Fig. 1: run 1, clock nets
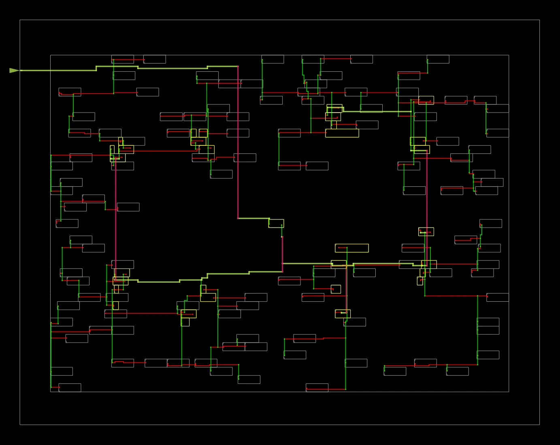
Fig. 2: run 1, clock wires, drivers and flops
Drawn at 3 px/micron.
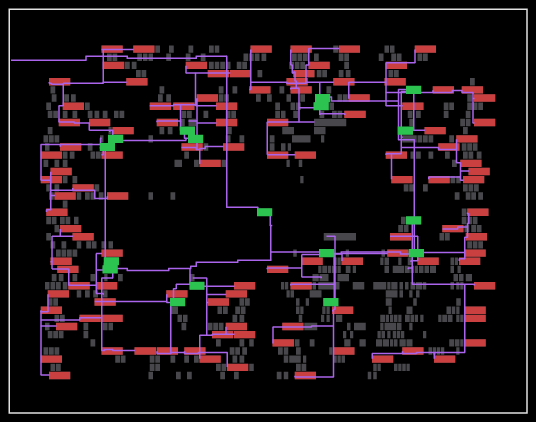
Fig. 3: run 1, M3 wires
Drawn at 2 px/micron.
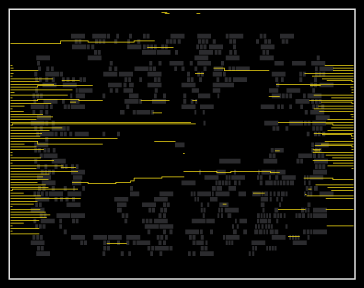
==> config.mk <==
export PLATFORM = sky130hd
export DESIGN_NAME = pipe_stage_reg
export DESIGN_NICKNAME = d
export VERILOG_FILES = /design/src/rtl/pipe_pkg.sv /design/src/rtl/sat_counter.sv /design/src/rtl/pipe_stage_reg.sv
export SDC_FILE = /design/constraint.sdc
export NUM_CORES = 1
export LEC_CHECK = 0
export ABC_AREA = 1
export ABC_CLOCK_PERIOD_IN_PS = 4800
export CORE_ASPECT_RATIO = 0.75
export CORE_MARGIN = 10
export CORE_UTILIZATION = 27
export CTS_BUF_LIST = sky130_fd_sc_hd__clkbuf_8
export DETAILED_ROUTE_END_ITERATION = 6
export DONT_BUFFER_PORTS = 1
export PLACE_DENSITY = 0.39
export SETUP_SLACK_MARGIN = 0.15
export SKIP_CTS_REPAIR_TIMING = 1
export SYNTH_ARGS = -nofsm -noshare
export SYNTH_HDL_FRONTEND = slang
export SYNTH_HIERARCHICAL = 1
export SYNTH_SLANG_ARGS = --single-unit
==> constraint.sdc <==
create_clock -name clk -period 4.8 [get_ports clk]
set_clock_uncertainty 0.1 [all_clocks]
set_input_delay 0.48 -clock clk [delete_from_list [all_inputs] [get_ports clk]]
set_output_delay 0.48 -clock clk [all_outputs]
set_load 0.01 [all_outputs]
==> src/rtl/pipe_pkg.sv <==
// Shared definitions for the pipeline stage register: state encoding and bubble value.
// The optional skid slot is enabled by the PIPE_STAGE_SKID_EN macro (see pipe_stage_reg).
package pipe_pkg;

    localparam int unsigned STATE_W = 2;

    typedef enum logic [STATE_W-1:0] {
        ST_EMPTY = 2'd0,
        ST_FULL  = 2'd1,
        ST_SKID  = 2'd2
    } stage_state_e;

    // An empty stage presents an all-zero payload, which decodes as a NOP downstream.
    localparam logic BUBBLE_BIT = 1'b0;

endpackage

==> src/rtl/sat_counter.sv <==
// Saturating up-counter: increments on inc, sticks at all-ones, synchronous active-low reset.
module sat_counter #(
    parameter int unsigned CNT_W = 16
) (
    input  logic             clk,
    input  logic             rst_n,
    input  logic             inc,
    output logic [CNT_W-1:0] count
);

    localparam logic [CNT_W-1:0] CNT_MAX = '1;

    always_ff @(posedge clk) begin
        if (!rst_n) begin
            count <= '0;
        end else if (inc && (count != CNT_MAX)) begin
            count <= count + CNT_W'(1);
        end
    end

endmodule

==> src/rtl/pipe_stage_reg.sv <==
// Pipeline stage register with stall/flush and a blocked-output cycle counter.
// Define PIPE_STAGE_SKID_EN to add a skid slot with a registered in_ready.
module pipe_stage_reg
    import pipe_pkg::*;
#(
    parameter int unsigned DATA_W = 96,
    parameter int unsigned CNT_W  = 16
) (
    input  logic              clk,
    input  logic              rst_n,
    input  logic              in_valid,
    output logic              in_ready,
    input  logic [DATA_W-1:0] in_data,
    output logic              out_valid,
    input  logic              out_ready,
    output logic [DATA_W-1:0] out_data,
    input  logic              stall,
    input  logic              flush,
    output logic [CNT_W-1:0]  stall_cnt
);

    localparam logic [DATA_W-1:0] BUBBLE = {DATA_W{BUBBLE_BIT}};

    stage_state_e      state;
    logic [DATA_W-1:0] main_data;
    logic              accept;
    logic              emit;
    logic              out_blocked;

    assign emit        = out_valid && out_ready && !stall;
    assign accept      = in_valid && in_ready;
    assign out_blocked = out_valid && !(out_ready && !stall);
    assign out_data    = main_data;

`ifdef PIPE_STAGE_SKID_EN
    logic [DATA_W-1:0] skid_data;
    logic              in_ready_q;

    assign in_ready = in_ready_q;

    // Main slot drives the output; the skid slot absorbs one payload while the output is blocked.
    always_ff @(posedge clk) begin
        if (!rst_n || flush) begin
            state      <= ST_EMPTY;
            main_data  <= BUBBLE;
            skid_data  <= BUBBLE;
            out_valid  <= 1'b0;
            in_ready_q <= 1'b1;
        end else begin
            case (state)
                ST_EMPTY: begin
                    if (accept) begin
                        state     <= ST_FULL;
                        main_data <= in_data;
                        out_valid <= 1'b1;
                    end
                end
                ST_FULL: begin
                    if (accept && emit) begin
                        main_data <= in_data;
                    end else if (accept) begin
                        state      <= ST_SKID;
                        skid_data  <= in_data;
                        in_ready_q <= 1'b0;
                    end else if (emit) begin
                        state     <= ST_EMPTY;
                        main_data <= BUBBLE;
                        out_valid <= 1'b0;
                    end
                end
                ST_SKID: begin
                    if (emit) begin
                        state      <= ST_FULL;
                        main_data  <= skid_data;
                        skid_data  <= BUBBLE;
                        in_ready_q <= 1'b1;
                    end
                end
                default: begin
                    state      <= ST_EMPTY;
                    main_data  <= BUBBLE;
                    skid_data  <= BUBBLE;
                    out_valid  <= 1'b0;
                    in_ready_q <= 1'b1;
                end
            endcase
        end
    end
`else
    // Without a skid slot the stage can only refill in the cycle it empties.
    assign in_ready = !out_valid || (out_ready && !stall);

    always_ff @(posedge clk) begin
        if (!rst_n || flush) begin
            state     <= ST_EMPTY;
            main_data <= BUBBLE;
            out_valid <= 1'b0;
        end else begin
            case (state)
                ST_EMPTY: begin
                    if (accept) begin
                        state     <= ST_FULL;
                        main_data <= in_data;
                        out_valid <= 1'b1;
                    end
                end
                ST_FULL: begin
                    if (accept) begin
                        main_data <= in_data;
                    end else if (emit) begin
                        state     <= ST_EMPTY;
                        main_data <= BUBBLE;
                        out_valid <= 1'b0;
                    end
                end
                default: begin
                    state     <= ST_EMPTY;
                    main_data <= BUBBLE;
                    out_valid <= 1'b0;
                end
            endcase
        end
    end
`endif

    sat_counter #(
        .CNT_W (CNT_W)
    ) u_stall_cnt (
        .clk   (clk),
        .rst_n (rst_n),
        .inc   (out_blocked),
        .count (stall_cnt)
    );

endmodule

==> changes_impl.md, run 1 <==
### Physical design

* Post-synth net total at ~700
* Yosys stat cell total at 596
* Final Max Slew Viols at 0
* Total core area at 16,900 sq um
* M2 GR Usage at 18.8%
* Synth Cell Area at 4680 sq um
* GRT Residual Overflow at 0
* Adder Share, Synth at less than 1%
* CTS tree: done
* Int Power at 0.00146 W
* Synthesis area per yosys at 4680 sq um
* Hold Path End: u_stall_cnt/count[7]
* # IOs at 216
* GP Congestion at between 0.7 and 0.8
* Worst-path clk slew at about 70 ps
* Top cells by area: dfxtp_1 48%, nand3_1 22%, a21oi_1 11%
* Layout Nets at 665
* CTS max path bufs at 2
* Post-DP HPWL at approximately 11,000 microns
* Fraction of layout cells with a size suffix above 1 at a little under a tenth
* Slew @ Worst Pin at 1120 ps
* Cell type with the largest total area: dfxtp_1
* Register-to-register setup slack at 2620 ps
* Mux area share at 0%
* Max-area cell share at roughly half
* Filler Cells Inserted at approximately 1,800
* Comb pwr share at 5.4%
* Maximum clock frequency at 401 MHz
* Tally of OpenROAD warnings at 26
* 1st-pass router iterations at 6
* Seq pwr share at around half
* Largest net degree at the start of global routing at 99
* Result of the run: finished clean
* CP Launch Type: flip-flop
* Critical Path RT at 4220 ps
* TNS Setup at 0 ps
* Die Size at 23,100 sq um
* Unrepaired setup endpoints after global routing: no
* Final instance area at roughly 5100 sq um
* Simple-Gate Area Share at 33.1%
Notes on Fig. 1 above:
CTS sink count: 113
Clock Latency Late Sink: 430 ps
Clock buffer cells: 18
flip-flops: 113
CTS Buf Count: 17

Notes on Fig. 2 above:
clock wires: shown in purple, length 1,770 microns. flip-flops: shown in red, count 113. clock drivers: shown in green, count 17.
There are 18 routed clock nets. Position of the flops: all over the die.
Clk. pwr: 0.000862 W
clock network fraction of design power: 43.8%

Notes on Fig. 3 above:
123 nets have wire on it. The longest straight run is 91.5 microns. The wires run mostly horizontal. The layer holds 14% of the routed length. The layer carries 2,150 microns of wire.

[run 1: placed cells by master, fill, tap and decap left out]
cell type and n:
buf_4 1, or2_0 1, nand3_4 1, nand4_1 2, nand3_1 204, clkbuf_8 18
clkinvlp_4 2, bufinv_16 2, nand2_2 4, nand2_4 5, inv_1 16, dfxtp_1 113
nor2_8 1, nor2_2 7, a21oi_1 103, nor2_1 37, nand4_2 1, nand2_1 43
clkinv_2 6, ha_1 1, diode_2 1, nor2_4 5, nor3_1 1, clkinv_4 1
[run 1: worst max path at each step]
stage	end	startpoint	slack, ps	cells past startpoint
final	in_ready	out_valid	2300	2
after global routing	in_ready	out_valid	2150	2
after CTS	in_ready	out_valid	2260	2
after detailed placement	in_ready	stall	2530	4
after global placement	in_ready	stall	2550	4
after floorplan	u_stall_cnt/count[13]	stall	2990	12
[run 1: worst max-delay path, stage by stage (launching register included)]
cell and delay [ps]:
dfxtp_1 420, nand2_4 360, buf_4 660
[run 1: metrics by stage]
stage / hold slack [ps] / total power [W] / util [%] / cells
final: 62.5 / 0.00197 / 29.9 / 791
after global routing: 20.5 / 0.00207 / 29.9 / 790
after CTS: 14.3 / 0.00201 / 29.9 / 790
after detailed placement: 433 / 0.00113 / 27.7 / 758
after global placement: 427 / 0.00113 / 27.7 / 758
after floorplan: 405 / 0.00112 / - / 596
[run 1: state kept, by name, summed over array words and instances (netlist names)]
signal,flops
u_stall_cnt/count,16
out_data,96
out_valid,1
[run 1: area by class of cell]
type	count	area share, %
clock buffer	18	4.89
multi-input combinational	416	41.5
timing repair buffer	1	0.148
inverter	13	0.963
clock inverter	14	2.47
sequential	113	44.6
antenna	1	0.0494
tap	215	5.31
[run 1: metal layers]
layer | up-vias | part of all wire (%)
met1 | 1971 | 41
li1 | 1996 | -
met4 | 0 | 1.9
met5 | - | 0
met3 | 20 | 14
met2 | 158 | 43
[run 1: power by group through the flow]
stage	registers [W]	clock network, W	logic (W)
after global placement	0.00102	0	0.000104
after CTS	0.00100	0.000904	0.000108
after floorplan	0.00101	0	0.000108
after global routing	0.00100	0.000942	0.000122
after detailed placement	0.00102	0	0.000108
final	0.00100	0.000862	0.000106
[run 1: logic make-up (layout without fill, tap and decap cells)]
kind of cell | Yosys count | after routing
AND/OR/NAND/NOR | 312 | 312
flip-flops | 113 | 113
AND-OR/OR-AND | 103 | 103
buffers and inverters | 67 | 46
adder cells (fa/ha/maj) | 1 | 1
other | 0 | 1
==> run 2, diff against run 1 <==
Settings changed: ABC_CLOCK_PERIOD_IN_PS 4800 to 2350.
Clock period 4.8 ns to 2.35 ns, I/O delays scaled along.
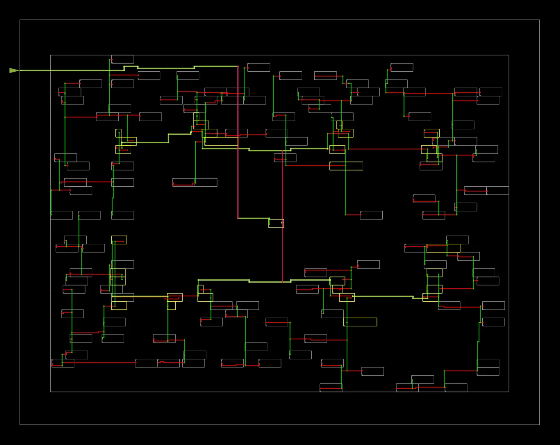
Fig. 4. Clock nets (run 2).
Clock Latency Late Sink: 420 ps
Clk. pwr: 0.00207 W
Clock buffer cells: 21

==> changes_impl.md, run 2 <==
### Physical design

* Result of the run: finished clean
* Post-synth net total at 699 (unchanged)
* Critical Path RT at 2600 ps (-1620 ps)
* Slew @ Worst Pin at 648 ps (-473 ps)
* Filler Cells Inserted at 1,651 (-8.9%)
* TNS Setup at 0 ps (unchanged)
* CTS max path bufs at 2 (unchanged)
* Largest net degree at the start of global routing at 99 (unchanged)
* Synth Cell Area at 4680 sq um (unchanged)
* Unrepaired setup endpoints after global routing: no
* Cell type with the largest total area: dfxtp_1
* Die Size at 23,100 sq um (unchanged)
* CTS tree: done
* # IOs at 216 (unchanged)
* CTS sink count at 113 (unchanged)
* DR top layer: met4
* Total core area at 16,900 sq um (unchanged)
* Top cells by area: dfxtp_1 48%, nand3_1 22%, a21oi_1 11%
* Overall power at 0.00460 W (+130%)
* Layout Utilization at 40.4% (+10 points)
* WL met3 at 2120 microns (-1.8%)
* M1 WL at 7090 microns (+9.6%)
* GP Congestion at 0.795 (+6.8%)
* Wire length on met2 at 8440 microns (+23%)
* Tally of OpenROAD warnings at 26 (unchanged)
* Max FFs per register at 96 (unchanged)
* CTS Buf Count at 17 (unchanged)
* Fraction of layout cells with a size suffix above 1 at 8.66% (-0.73 points)
* Top Layout Cells: 204 x nand3_1, 157 x dlygate4sd3_1, 113 x dfxtp_1
* Top cell excl fill/tap: nand3_1
## run 2: netlist changes by cell type in the layout (fill, tap and decap cells not counted), sizes merged
| cell | delta |
|---|---|
| dlygate4sd3 | +157 |
| inv | -3 |
| clkinv | -2 |
| clkbuf | +3 |
| bufinv | +2 |
| buf | +8 |
| clkinvlp | -1 |
## run 2: cell families (layout without fill, tap and decap cells)
group / count (synthesis) / after routing / synth area share (%)
simple gates: 312 / 312 / 33.1
flops: 113 / 113 / 48.3
compound gates: 103 / 103 / 11.0
buf+inv: 67 / 210 / 7.32
fa+ha+maj: 1 / 1 / 0.267
other cells: 0 / 1 / 0
## run 2: area by class of cell
| class | count | area (sq um) | share of cell area [%] |
|---|---|---|---|
| Sequential cell | 113 | 2260 | 33.1 |
| Inverter | 13 | 48.8 | 0.714 |
| Antenna cell | 1 | 2.50 | 0.0366 |
| Clock buffer | 21 | 289 | 4.23 |
| Tap cell | 215 | 269 | 3.94 |
| Clock inverter | 10 | 156 | 2.29 |
| Multi-Input combinational cell | 416 | 2100 | 30.8 |
| Timing Repair Buffer | 166 | 1700 | 24.9 |
## run 2: critical path: stages (launching register included)
cell and delay, ps:
dfxtp_1 440, nand2_4 140, buf_12 360, nand3_1 160, dlygate4sd3_1 590, a21oi_1 120
## run 2: worst paths after layout
kind              slack, ps    startpoint            to  cells after the start
setup / recovery        300     out_valid  out_data[73]                      5
hold / removal           70         rst_n  out_data[80]                      2
setup reg to reg        300     out_valid  out_data[73]                      5
hold reg to reg         440  out_data[48]  out_data[48]                      2
## run 2: through the flow
step,instance area [sq um],std cells,hold WS [ps]
finish,6830,955,73.9
global route,6830,954,66.9
CTS,5240,796,-219
detailed placement,4790,765,265
global placement,4790,765,260
floorplan,4680,596,295
## run 2: metal layers
layer  global-route usage [%]  vias to the layer above
met1                     15.3                     2301
met2                     19.8                      217
met3                     9.09                       17
met4                     3.58                        0
met5                        0                        -
li1                         -                     2328
## run 2: report_power, final
group / total, W / switching, W / leakage, nW / internal, W
registers: 0.00205 / 0.0000760 / 0.919 / 0.00197
logic: 0.000478 / 0.000213 / 1.28 / 0.000264
clock network: 0.00207 / 0.000814 / 0.227 / 0.00126
Power figures rest on the tool's default switching activity, not on a simulated workload.
